$ cat src/rtl/phase_seq.sv
// phase_seq: one-hot instruction phase sequencer.
//
// An asynchronous start request is synchronised and edge-detected. A rising
// edge seen while idle launches the sequencer into the fetch phase (bit 0).
// The one-hot phase then rotates left once per clock. Writeback (bit NPH-1)
// wraps back to fetch, and every such wrap counts one completed instruction.
// hlt returns the sequencer to idle from any state. stall freezes the phase.
// skip jumps straight to writeback.
//
// Ports
//   clk        rising-edge clock
//   rst        asynchronous active-high reset
//   start      asynchronous run request (a rising edge arms the sequencer)
//   hlt        synchronous halt, highest priority after rst
//   stall      synchronous hold of the current phase
//   skip       synchronous jump to the last phase
//   phase      one-hot current phase, all-zero when idle
//   running    high while phase is non-zero
//   last       high in the writeback phase
//   instr_cnt  completed-instruction count, wraps modulo 2^CW
module phase_seq #(
    parameter int NPH  = 5,
    parameter int SYNC = 2,
    parameter int CW   = 16
) (
    input  logic           clk,
    input  logic           rst,
    input  logic           start,
    input  logic           hlt,
    input  logic           stall,
    input  logic           skip,
    output logic [NPH-1:0] phase,
    output logic           running,
    output logic           last,
    output logic [CW-1:0]  instr_cnt
);

    localparam logic [NPH-1:0] PH_FIRST = {{(NPH-1){1'b0}}, 1'b1};
    localparam logic [NPH-1:0] PH_LAST  = {1'b1, {(NPH-1){1'b0}}};

    logic [SYNC-1:0] sync_q;
    logic            edge_q;
    logic [NPH-1:0]  phase_q, phase_d;
    logic [CW-1:0]   cnt_q, cnt_d;
    logic            start_edge;

    // The edge flop always follows the synchroniser output, even while
    // running. A start held high therefore cannot re-arm the sequencer after
    // a halt; start must fall and rise again.
    assign start_edge = sync_q[SYNC-1] & ~edge_q;

    always_ff @(posedge clk or posedge rst) begin
        if (rst) begin
            sync_q  <= '0;
            edge_q  <= 1'b0;
            phase_q <= '0;
            cnt_q   <= '0;
        end else begin
            sync_q  <= {sync_q[SYNC-2:0], start};
            edge_q  <= sync_q[SYNC-1];
            phase_q <= phase_d;
            cnt_q   <= cnt_d;
        end
    end

    // Priority: hlt > start_edge (idle only) > stall > skip > advance.
    always_comb begin
        phase_d = phase_q;
        cnt_d   = cnt_q;
        if (hlt) begin
            // A halt taken in writeback is not a completion, so there is no count.
            phase_d = '0;
        end else if (phase_q == '0) begin
            if (start_edge) begin
                phase_d = PH_FIRST;
            end
        end else if (stall) begin
            phase_d = phase_q;
        end else if (skip && !phase_q[NPH-1]) begin
            phase_d = PH_LAST;
        end else begin
            // A normal advance. skip in writeback also lands here.
            phase_d = {phase_q[NPH-2:0], phase_q[NPH-1]};
            if (phase_q[NPH-1]) begin
                cnt_d = cnt_q + CW'(1);
            end
        end
    end

    assign phase     = phase_q;
    assign running   = |phase_q;
    assign last      = phase_q[NPH-1];
    assign instr_cnt = cnt_q;

    onehot_phase: assert property (@(posedge clk) disable iff (rst) $onehot0(phase_q));

endmodule

$ cat config.mk
export PLATFORM = sky130hd
export DESIGN_NAME = phase_seq
export DESIGN_NICKNAME = d
export VERILOG_FILES = /design/src/rtl/phase_seq.sv
export SDC_FILE = /design/constraint.sdc
export NUM_CORES = 1
export LEC_CHECK = 0
export CAP_MARGIN = 20
export CELL_PAD_IN_SITES_DETAIL_PLACEMENT = 0
export CELL_PAD_IN_SITES_GLOBAL_PLACEMENT = 2
export CORE_MARGIN = 4
export CORE_UTILIZATION = 34
export CTS_BUF_LIST = sky130_fd_sc_hd__clkbuf_8
export DETAILED_ROUTE_END_ITERATION = 10
export PLACE_DENSITY = 0.91
export SYNTH_ARGS = -nofsm -noshare
export SYNTH_HDL_FRONTEND = slang
export SYNTH_SLANG_ARGS = --single-unit
$ cat constraint.sdc
create_clock -name clk -period 3.9 [get_ports clk]
set_clock_uncertainty 0.2 [all_clocks]
set_input_delay 0.78 -clock clk [delete_from_list [all_inputs] [get_ports clk]]
set_output_delay 0.78 -clock clk [all_outputs]
set_load 0.005 [all_outputs]
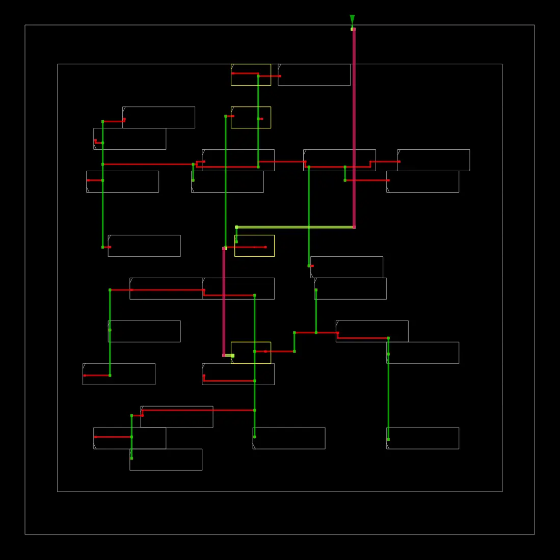
*Clock wiring as the flow saved it, run 1*
flip-flops: 24
Num Clock Sinks: 24
clk_buf instances: 4
total clock buffers created by CTS: 3

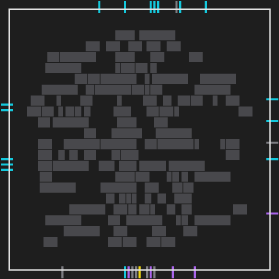
*Pin map, run 1*
Scale: 4 px per um. Pins as bars across the die edge, other pins in grey.
instr_cnt: in cyan, pins 16, direction output, edge 7 top, 5 left, 3 right, 1 bottom. hlt: in yellow, pins 1, direction input, edge bottom. phase: in purple, pins 5, direction output, edge 4 bottom, 1 right.
All pins by edge: 11 bottom, 8 top, 5 right, 5 left.

==> results.json, run 1 <==
{
  "yosysTopAreaCell": "dfrtp_1",
  "edf_count": 0,
  "post_drt_wl_per_cell_um": 12.8,
  "power_density_nw_per_um2": 329,
  "fp_util": 0.357,
  "pwr-share-comb": 0.092,
  "swShare": 0.226,
  "cts.path.max_buffers": 2,
  "synth_area_per_cell_um2": 12.1,
  "dp_slack_ns": 1.23,
  "ir_drop_v": 0.000141,
  "gr-total-overflow": 0,
  "syn_area_um2": 1100,
  "outcome": "complete, no violations",
  "finalSetupViolCount": 0,
  "setup_ws_ns": 1.31,
  "postCtsHoldBufs": 0,
  "path_clk_slew_ns": 0.08,
  "ys_sh_simple": 0.257,
  "portBuffers": 28,
  "syn_to_final_growth_pct": 33.9,
  "final.min_clock_period_ns": 2.59,
  "syn_inst": 91,
  "ys_ff": 24,
  "dp_hpwl_um": 1510,
  "die_y_um": 64.8,
  "synthAoiAreaFrac": 0.0239,
  "grt_pass1_vias": 759,
  "die_x_um": 64.8,
  "fin_crit_sh": 0.665,
  "io-pin-count": 29,
  "syn_nets": 98,
  "synthFlopType": "dfrtp_1",
  "placementRows": 20,
  "reg2reg_depth": 4,
  "cp-start-kind": "flip-flop",
  "via_per_inst": 4.48,
  "synthAdderAreaFrac": 0.0114,
  "timing.fmax_mhz": 386,
  "maxCapViolations": 0,
  "grt_first_pass_wirelength_um": 3570,
  "tightest_slew_ns": 0.898,
  "lay_top_cells": "28 x clkdlybuf4s50_1, 24 x dfrtp_1, 9 x xnor2_1",
  "crit_arrival_ns": 1.61,
  "top_cell_area_share": 0.547,
  "hold_viol": 0,
  "p_leak_uw": 0.000647,
  "p_clk_frac": 0.349,
  "cts_resized": 0,
  "setup_tns_ns": 0,
  "grt_setup_unrepaired": "no",
  "power_frac_seq": 0.559,
  "postSynthSeqShare": 0.547,
  "grt_max_degree": 25,
  "ctsRootBufferMaster": "clkbuf_8",
  "drt-pass1-iter-count": 3,
  "p_switching_uw": 109,
  "relSlewSlack": 0.400,
  "topCombFamilyByArea": "simple AND/OR/NAND/NOR gates",
  "slew_violations": 0,
  "cts_tree": "done",
  "clock_latency_ns": 0.26,
  "hold_class": "reg -> reg",
  "chipArea_um2": 4200,
  "worstPathMaxFanout": 4,
  "drtIter0Drc": 16,
  "topCellsByArea": "dfrtp_1 55%, xnor2_1 7.2%, xor2_1 4.8%",
  "intPower_uw": 374,
  "worstSetupPathType": "reg -> out",
  "ys_cells": 91,
  "cts_setup_buffers": 0,
  "layout_top_cell": "clkdlybuf4s50_1",
  "mux_share": 0.0103,
  "antenna_found_initial": 0,
  "yosysWarnings": 0,
  "htreeDepth": 1
}
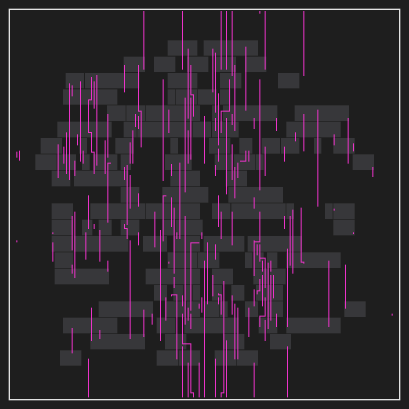
*The metal 2 layer, run 1*
Scale: 6 px per um.
106 nets have wire on it. The layer holds 46% of the routed length. The longest straight run is 22.6 um.
DR vias: 740
DRT Wirelength: 2120 um
routing usage on met2: 0.176

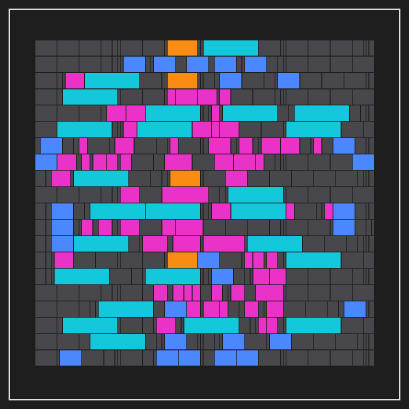
*Placement by cell class, run 1*
Scale: 6 px per um. Fill, decap, tap and diode cells in grey.
flip-flops: in cyan, cells 24. clock drivers and dummy loads: in orange, cells 4. all other logic: in magenta, cells 65. other buffers and delay cells: in blue, cells 28.

[run 1: flip-flops by register name, summed over array words and instances, names as in the netlist]
signal	flops
phase	5
sync_q	2
edge_q	1
instr_cnt	16
[run 1: power groups by stage]
stage	sequential (uW)	combinational (uW)	clock (uW)
final	270	44.4	169
after global routing	272	50.6	180
after CTS	271	45.4	175
after detailed placement	276	45.3	0
after global placement	275	44.5	0
after floorplan	274	19.1	0
[run 1: synthesized netlist by cell type, types with 2 or more instances]
cell / n
and3_1: 2
a21oi_1: 4
nand2_1: 7
nand2b_1: 3
nand3b_1: 3
xor2_1: 6
nand3_1: 4
inv_1: 4
nor2_1: 4
xnor2_1: 9
nor3_2: 4
dfrtp_1: 24
[run 1: worst max-delay path, cell delays in order (launching register included)]
cell	delay (ns)
dfrtp_1	0.43
nor4_2	0.35
nand2b_1	0.10
clkdlybuf4s50_1	0.46
[run 1: routing by layer]
metal / global-route usage / vias to the layer above / wire length, um
li1: - / 365 / -
met1: 0.139 / 357 / 1030
met2: 0.176 / 14 / 979
met3: 0.0260 / 4 / 64
met4: 0.0554 / 0 / 38
met5: 0 / - / 0
[run 1: kinds of logic (layout without fill, tap and decap cells)]
group / after synthesis / in the layout
simple gates: 39 / 39
compound gates: 5 / 5
buf+inv: 6 / 36
fa+ha+maj: 1 / 1
mux: 1 / 1
flops: 24 / 24
xor+xnor: 15 / 15
[run 1: final cells by class]
class	count	area, um^2
well taps	44	55.1
inverters	4	15.0
repair buffers	28	280
flip-flops and latches	24	601
fillers	294	1610
clock buffers	4	55.1
multi-input cells	61	463
[run 1: path summary, 6_finish.rpt]
path	start	endpoint	slack [ns]
hold reg to reg	sync_q[0]	sync_q[1]	0.16
max in group asynchronous	rst	instr_cnt[11]	2.14
hold / removal	sync_q[0]	sync_q[1]	0.16
min in group asynchronous	rst	phase[3]	0.81
setup / recovery	phase[2]	running	1.31
setup reg to reg	phase[4]	instr_cnt[15]	2.21
[run 1: per-stage QoR]
stage | area (um^2) | power [uW] | instances | hold WS [ns]
global route | 1470 | 503 | 165 | 0.162
finish | 1470 | 484 | 165 | 0.158
detailed placement | 1410 | 321 | 161 | 0.140
global placement | 1410 | 320 | 161 | 0.139
CTS | 1470 | 491 | 165 | 0.161
floorplan | 1100 | 293 | 91 | 0.131
### Clock wires, drivers and flops, run 1

Scale: 10 px per um.
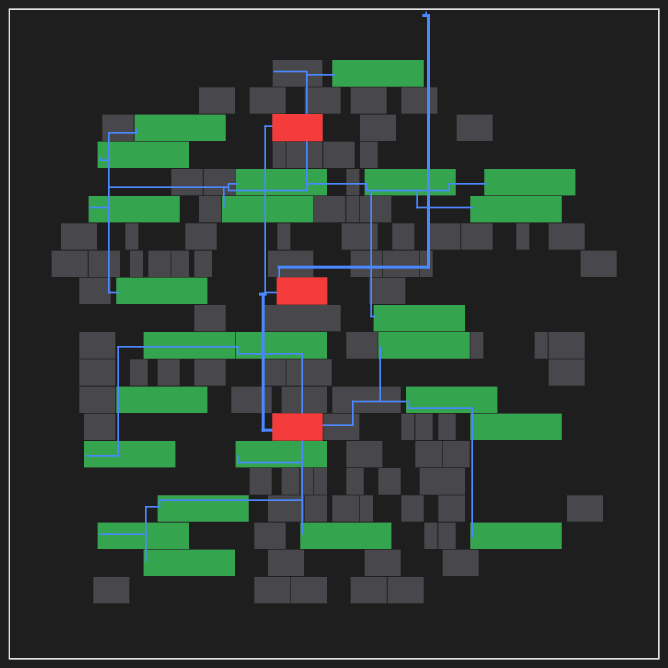

==> run 2, diff against run 1 <==
--- a/config.mk
+++ b/config.mk
@@ -9,10 +9,10 @@
 export CELL_PAD_IN_SITES_DETAIL_PLACEMENT = 0
 export CELL_PAD_IN_SITES_GLOBAL_PLACEMENT = 2
 export CORE_MARGIN = 4
-export CORE_UTILIZATION = 34
+export CORE_UTILIZATION = 32
 export CTS_BUF_LIST = sky130_fd_sc_hd__clkbuf_8
 export DETAILED_ROUTE_END_ITERATION = 10
-export PLACE_DENSITY = 0.91
+export PLACE_DENSITY = 0.86
 export SYNTH_ARGS = -nofsm -noshare
 export SYNTH_HDL_FRONTEND = slang
 export SYNTH_SLANG_ARGS = --single-unit
==> constraint.sdc (replaced) <==
create_clock -name clk -period 2.4 [get_ports clk]
set_clock_uncertainty 0.2 [all_clocks]
set_input_delay 0.48 -clock clk [delete_from_list [all_inputs] [get_ports clk]]
set_output_delay 0.48 -clock clk [all_outputs]
set_load 0.005 [all_outputs]
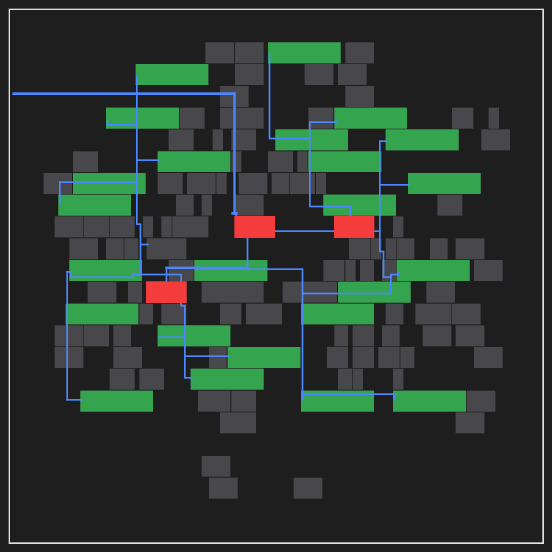
*Clock wires, drivers and flops, run 2*
Scale: 8 px per um.
flip-flops: in green, count 24. clock wires: in blue, length 298 um. cells driving clock nets: in red, count 3.
There are 4 routed clock nets.

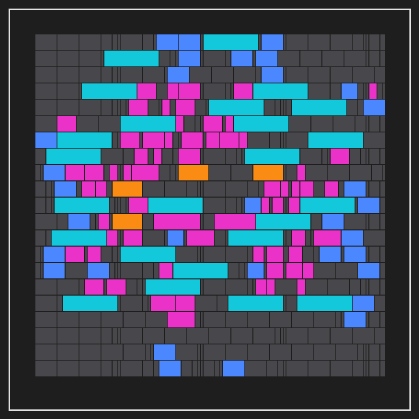
*Placement by cell class, run 2*
Scale: 6 px per um. Fill, decap, tap and diode cells in grey.
clock drivers and dummy loads: in orange, cells 4. other buffers and delay cells: in blue, cells 32. flip-flops: in cyan, cells 24. all other logic: in magenta, cells 65.
Final Cell Area: 1500 um^2
final core area utilization: 0.450
row count: 21
flop share of the area: 0.400
CORE AREA: 3340 um^2

==> results.json, run 2 <==
{
  "outcome": "complete, no violations",
  "tightest_slew_ns": 0.307,
  "remaining_drc_errors": 0,
  "chipArea_um2": 4430,
  "syn_nets": 98,
  "slowest_delay_ns": 0.45,
  "drtIter0Drc": 25,
  "critPathSlowestCell": "clkdlybuf4s50_1",
  "slew_violations": 0,
  "path_cells": "nor4_2 > nand2b_1 > clkdlybuf4s50_1",
  "setup_tns_ns": 0,
  "cp-start-kind": "flip-flop",
  "fp_util": 0.329,
  "path_clk_slew_ns": 0.08,
  "grt_setup_unrepaired": "no",
  "io-pin-count": 29,
  "cts_buffers": 3,
  "wl_um": 2190,
  "yosysTopAreaCell": "dfrtp_1",
  "maxCapViolations": 0,
  "drt-pass1-iter-count": 4,
  "gr-total-overflow": 0,
  "layout_top_cell": "clkdlybuf4s50_1",
  "cts_sinks": 24,
  "ys_ff": 24,
  "final.min_clock_period_ns": 2.28,
  "crit_arrival_ns": 1.60,
  "topCellsByArea": "dfrtp_1 55%, xnor2_1 7.2%, xor2_1 4.8%",
  "r2r_start": "instr_cnt[0]",
  "finalSetupViolCount": 0,
  "most_common_cell": "dfrtp_1",
  "hold_viol": 0,
  "pwr-share-comb": 0.097,
  "die_y_um": 66.6,
  "common_cells": "24 x dfrtp_1, 9 x xnor2_1, 7 x nand2_1",
  "portBuffers": 28,
  "via_per_inst": 4.56,
  "ys_cells": 91,
  "post_drt_wl_per_cell_um": 12.8,
  "htreeDepth": 1,
  "hold_end": "sync_q[1]",
  "cp_top_family": "simple AND/OR/NAND/NOR gates",
  "intPower_uw": 610,
  "worstSetupPathType": "reg -> out",
  "ctsRootBufferMaster": "clkbuf_8",
  "fin_crit_sh": 0.950,
  "syn_inst": 91,
  "grt_pass1_vias": 827,
  "lay_top_cells": "28 x clkdlybuf4s50_1, 24 x dfrtp_1, 9 x xnor2_1",
  "swShare": 0.220,
  "place_area_um2": 1450,
  "power_frac_seq": 0.561,
  "postCtsHoldBufs": 0,
  "clock_latency_ns": 0.26,
  "syn_to_final_growth_pct": 36.8,
  "cts.path.max_buffers": 2,
  "timing.fmax_mhz": 439,
  "antenna_found_initial": 0,
  "top_cell_area_share": 0.547,
  "power_density_nw_per_um2": 522,
  "p_clk_frac": 0.342,
  "critical_path_buf_inv_count": 1,
  "cts_tree": "done",
  "grt_max_degree": 25,
  "postSynthSeqShare": 0.547,
  "regArea_um2": 601,
  "yosysWarnings": 0,
  "end_kind": "output port",
  "reg2reg_depth": 5,
  "dp_hpwl_um": 1640,
  "r2r-end": "instr_cnt[12]",
  "grt_first_pass_wirelength_um": 3770,
  "cp.depth": 3,
  "relSlewSlack": 0.795,
  "largest_reg_flops": 16,
  "rrSetupSlack_ns": 0.68,
  "synthFlopType": "dfrtp_1",
  "edf_count": 0,
  "p_leak_uw": 0.000666,
  "mi_logic_area_um2": 463
}
[run 2: cell types whose count changed in the layout (fill, tap and decap cells not counted), sizes merged]
cell	delta
buf	+4
[run 2: layout make-up]
type	instances	share of cell area
Tap cell	46	0.0383
Multi-Input combinational cell	61	0.308
Sequential cell	24	0.400
Timing Repair Buffer	32	0.207
Clock buffer	4	0.0367
Inverter	4	0.0100
[run 2: worst max path at each step]
stage / from / end / slack (ns)
after CTS: phase[2] / running / 0.10
final: phase[2] / running / 0.12
after global placement: hlt / instr_cnt[15] / 0.28
after global routing: phase[2] / running / 0.03
after floorplan: stall / instr_cnt[12] / 0.78
after detailed placement: stall / instr_cnt[12] / 0.22
[run 2: power by group through the flow]
stage          registers (uW)  logic (uW)  clock network, uW
2_1_floorplan             445        31.1                  0
3_3_place_gp              448        77.4                  0
3_5_place_dp              449        77.6                  0
4_1_cts                   441        78.1                284
5_1_grt                   444        85.2                298
6_report                  439        75.7                268
[run 2: cells by family (layout without fill, tap and decap cells)]
| logic type | after synthesis | in the layout | share of synthesized area |
|---|---|---|---|
| flip-flops | 24 | 24 | 0.547 |
| multiplexers | 1 | 1 | 0.0103 |
| buffers and inverters | 6 | 40 | 0.0308 |
| adder cells (fa/ha/maj) | 1 | 1 | 0.0114 |
| AND-OR/OR-AND | 5 | 5 | 0.0239 |
| AND/OR/NAND/NOR | 39 | 39 | 0.257 |
| XOR/XNOR | 15 | 15 | 0.120 |
[run 2: routing by layer]
metal / vias up / wire length, um / global-route usage
met3: 2 / 141 / 0.0455
met1: 380 / 958 / 0.137
met4: 0 / 14 / 0.0305
li1: 375 / - / -
met5: - / 0 / 0
met2: 22 / 1070 / 0.181
[run 2: stage by stage]
step / hold WS (ns) / worst slack [ns] / cells / total power, uW / utilization
floorplan: 0.131 / 0.780 / 91 / 476 / -
global placement: 0.138 / 0.280 / 167 / 526 / 0.433
detailed placement: 0.137 / 0.218 / 167 / 526 / 0.433
CTS: 0.158 / 0.102 / 171 / 802 / 0.450
global route: 0.169 / 0.0309 / 171 / 827 / 0.450
finish: 0.154 / 0.120 / 171 / 783 / 0.450
No activity file was given, so power comes from the tool's default toggle rates.
